<file path="src/rtl/spi_load_scheduler.sv">
// Sequences bootloader and page loads toward an SPI image loader: selects access type,
// counts loader write strobes, enforces inter-load gaps and a per-load timeout.
module spi_load_scheduler #(
  parameter logic [15:0] BOOT_BITS   = 16'd4096,
  parameter logic [15:0] PAGE_BITS   = 16'd1024,
  parameter int unsigned PREP_CYCLES = 8,
  parameter int unsigned GAP_CYCLES  = 4,
  parameter logic [19:0] TIMEOUT     = 20'd200000
) (
  input  logic        MCLK,
  input  logic        RST,
  input  logic [2:0]  IMGSEL,
  input  logic        BOOTREQ,
  input  logic        PAGEREQ,
  input  logic [11:0] PAGEPOS,
  input  logic        nOUTBUFWCLKEN,
  output logic [2:0]  IMGNUM,
  output logic [2:0]  ACCTYPE,
  output logic [11:0] ABSPOS,
  output logic        BUSY,
  output logic        DONE,
  output logic        BOOTDONE,
  output logic        ERR,
  output logic        OVERRUN
);

  localparam logic [11:0] MAX_POS   = 12'd2052;
  localparam logic [2:0]  ACC_IDLE  = 3'b000;
  localparam logic [2:0]  ACC_PREP  = 3'b001;
  localparam logic [2:0]  ACC_BOOT  = 3'b110;
  localparam logic [2:0]  ACC_PAGE  = 3'b111;
  localparam logic [15:0] PREP_LAST = 16'(PREP_CYCLES - 1);
  localparam logic [15:0] GAP_LAST  = 16'(GAP_CYCLES - 1);

  typedef enum logic [2:0] {
    IDLE,
    BOOT_RUN,
    GAP,
    PAGE_PREP,
    PAGE_RUN,
    FAULT
  } state_t;

  state_t      state;
  logic [15:0] bit_cnt;
  logic [19:0] tmo_cnt;
  logic [15:0] phase_cnt;
  logic        pend_valid;
  logic [2:0]  pend_img;
  logic [11:0] pend_pos;

  logic        pos_bad;
  logic        run_state;
  logic        req_busy;
  logic [15:0] run_limit;
  logic        bit_hit;
  logic        tmo_hit;

  // Request qualification and end-of-load detection for the current cycle
  always_comb begin
    pos_bad   = PAGEPOS > MAX_POS;
    run_state = (state == BOOT_RUN) || (state == PAGE_RUN);
    req_busy  = (state == BOOT_RUN) || (state == GAP) ||
                (state == PAGE_PREP) || (state == PAGE_RUN);
    run_limit = (state == BOOT_RUN) ? BOOT_BITS : PAGE_BITS;
    bit_hit   = run_state && !nOUTBUFWCLKEN && (bit_cnt == run_limit - 16'd1);
    tmo_hit   = tmo_cnt == TIMEOUT - 20'd1;
  end

  always_ff @(posedge MCLK) begin
    if (RST) begin
      state      <= IDLE;
      ACCTYPE    <= ACC_IDLE;
      IMGNUM     <= 3'd0;
      ABSPOS     <= 12'd0;
      BUSY       <= 1'b0;
      DONE       <= 1'b0;
      BOOTDONE   <= 1'b0;
      ERR        <= 1'b0;
      OVERRUN    <= 1'b0;
      bit_cnt    <= 16'd0;
      tmo_cnt    <= 20'd0;
      phase_cnt  <= 16'd0;
      pend_valid <= 1'b0;
      pend_img   <= 3'd0;
      pend_pos   <= 12'd0;
    end else begin
      DONE    <= 1'b0;
      OVERRUN <= 1'b0;

      // Page requests arriving mid-sequence go to the one-deep pending slot
      if (req_busy && PAGEREQ) begin
        if (pos_bad) begin
          ERR <= 1'b1;
        end else if (pend_valid) begin
          OVERRUN <= 1'b1;
        end else begin
          pend_valid <= 1'b1;
          pend_img   <= IMGSEL;
          pend_pos   <= PAGEPOS;
        end
      end

      case (state)
        IDLE: begin
          if (BOOTREQ) begin
            state   <= BOOT_RUN;
            ACCTYPE <= ACC_BOOT;
            IMGNUM  <= IMGSEL;
            ABSPOS  <= 12'd0;
            BUSY    <= 1'b1;
            bit_cnt <= 16'd0;
            tmo_cnt <= 20'd0;
            if (PAGEREQ) begin
              if (pos_bad) begin
                ERR <= 1'b1;
              end else begin
                pend_valid <= 1'b1;
                pend_img   <= IMGSEL;
                pend_pos   <= PAGEPOS;
              end
            end
          end else if (PAGEREQ) begin
            if (pos_bad || !BOOTDONE) begin
              ERR <= 1'b1;
            end else begin
              state     <= PAGE_PREP;
              ACCTYPE   <= ACC_PREP;
              IMGNUM    <= IMGSEL;
              ABSPOS    <= PAGEPOS;
              BUSY      <= 1'b1;
              phase_cnt <= 16'd0;
            end
          end
        end

        BOOT_RUN, PAGE_RUN: begin
          if (!nOUTBUFWCLKEN) begin
            bit_cnt <= bit_cnt + 16'd1;
          end
          if (bit_hit) begin
            state     <= GAP;
            ACCTYPE   <= ACC_IDLE;
            DONE      <= 1'b1;
            phase_cnt <= 16'd0;
            if (state == BOOT_RUN) begin
              BOOTDONE <= 1'b1;
            end
          end else if (tmo_hit) begin
            state      <= FAULT;
            ACCTYPE    <= ACC_IDLE;
            BUSY       <= 1'b0;
            ERR        <= 1'b1;
            pend_valid <= 1'b0;
          end else begin
            tmo_cnt <= tmo_cnt + 20'd1;
          end
        end

        GAP: begin
          if (phase_cnt == GAP_LAST) begin
            phase_cnt <= 16'd0;
            if (pend_valid) begin
              state      <= PAGE_PREP;
              ACCTYPE    <= ACC_PREP;
              IMGNUM     <= pend_img;
              ABSPOS     <= pend_pos;
              pend_valid <= 1'b0;
            end else if (PAGEREQ && !pos_bad) begin
              // A request landing on the last gap cycle launches directly
              state      <= PAGE_PREP;
              ACCTYPE    <= ACC_PREP;
              IMGNUM     <= IMGSEL;
              ABSPOS     <= PAGEPOS;
              pend_valid <= 1'b0;
            end else begin
              state   <= IDLE;
              BUSY    <= 1'b0;
            end
          end else begin
            phase_cnt <= phase_cnt + 16'd1;
          end
        end

        PAGE_PREP: begin
          if (phase_cnt == PREP_LAST) begin
            state   <= PAGE_RUN;
            ACCTYPE <= ACC_PAGE;
            bit_cnt <= 16'd0;
            tmo_cnt <= 20'd0;
          end else begin
            phase_cnt <= phase_cnt + 16'd1;
          end
        end

        FAULT: begin
          state <= FAULT;
        end

        default: begin
          state   <= IDLE;
          ACCTYPE <= ACC_IDLE;
          BUSY    <= 1'b0;
        end
      endcase
    end
  end

endmodule

</file>
<file path="config.mk">
export PLATFORM = sky130hd
export DESIGN_NAME = spi_load_scheduler
export DESIGN_NICKNAME = d
export VERILOG_FILES = /design/src/rtl/spi_load_scheduler.sv
export SDC_FILE = /design/constraint.sdc
export NUM_CORES = 1
export LEC_CHECK = 0
export CORE_MARGIN = 2
export CORE_UTILIZATION = 57
export DETAILED_ROUTE_END_ITERATION = 10
export PLACE_DENSITY = 0.76
export RECOVER_POWER = 50
export SETUP_SLACK_MARGIN = 0.5
export SYNTH_ARGS = -nofsm -noshare
export SYNTH_HDL_FRONTEND = slang
export SYNTH_SLANG_ARGS = --single-unit
</file>
<file path="constraint.sdc">
create_clock -name MCLK -period 3.6 [get_ports MCLK]
set_input_delay 0.36 -clock MCLK [delete_from_list [all_inputs] [get_ports MCLK]]
set_output_delay 0.36 -clock MCLK [all_outputs]
set_load 0.02 [all_outputs]
</file>
Selected gate families:
Scale: 4 px per um.
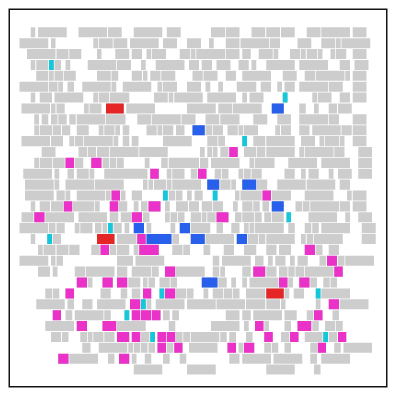
legend:
  fa/ha/maj cells:
    color: red
    cells: 3
    most_used: ha_1
  non-inverting ao/oa cells:
    color: blue
    cells: 11
    most_used: o21a_1
    where: middle
  inv cells:
    color: cyan
    cells: 14
    most_used: inv_1
  and/or cells:
    color: magenta
    cells: 54
    most_used: or4_1

==> summary.txt <==
Main metrics from the flow reports.

The number of multi-input combinational cells in the layout is 419. The top achievable clock speed came out at 0.331 GHz. The area fraction in full adders, half adders and majority gates is 0.00813. Before CTS, the worst setup slack after placement is 0.589 ns.

In the finished layout, the clock tree contains a buffer count of 11. The worst setup path is launched from a flip-flop. The remaining antenna violation count after routing came out at 0.

The timing report shows that the slowest cell on the worst path is sky130_fd_sc_hd__o21ai_1. The xor and xnor area share after synthesis is 0.0380. The count of routing violations after the opening detailed-route iteration is 207. The routed design uses 5.10 mm of met2 wire.

The area of placed instances came out at 5120 sq um. The worst clock skew is 0.0127 ns. The final cell utilization of the core came out at 0.690. The number of pins exceeding their max-slew limit in the final report came out at 16. For met2 alone, demand over resource in global routing was 0.405.

The number of max-cap violations came out at 1. The highest cell delay on the worst timing path is 1.32 ns. The count of instantiated cells in the yosys netlist is 558.

The final-layout worst hold slack is 0.473 ns. The number of antenna violations at the first check in global routing was 0. The data arrival time of the critical path came out at 3.25 ns. The final reports fail on capacitance limit, slew limit. The worst hold path begins at ERR. The count of flip-flops with a built-in enable after synthesis is 0. The register with the most flip-flops in the final layout is tmo_cnt. The fraction of the mapped netlist area in compound gates came out at 0.197. The initial core utilization is 0.594. The run finished, with violations left. Per the layout area report, the sequential fraction of cell area is 0.348.

Per STA, the worst path is made up of or2_1 -> a211oi_1 -> o21ai_1 -> mux2i_1 -> nor2_1. Setup repair after global routing left no endpoint under its margin. IR analysis of the VDD net gives a maximum drop of 0.388 mV. The tap cell count came out at 102.
Routed metal per tile:
Scale: 3 px per um. The die is cut into 19 by 19 equal tiles; dark purple is low, yellow is high, scaled to the fullest tile. Values are wire area over tile area, all layers added.
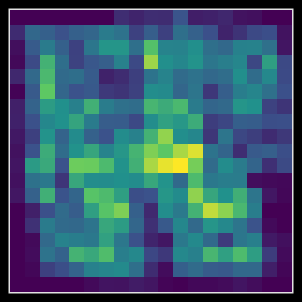
mean over tiles: 0.19
densest ninth of the die: middle
nearly empty tiles: 8.3%
fullest tile: 0.58

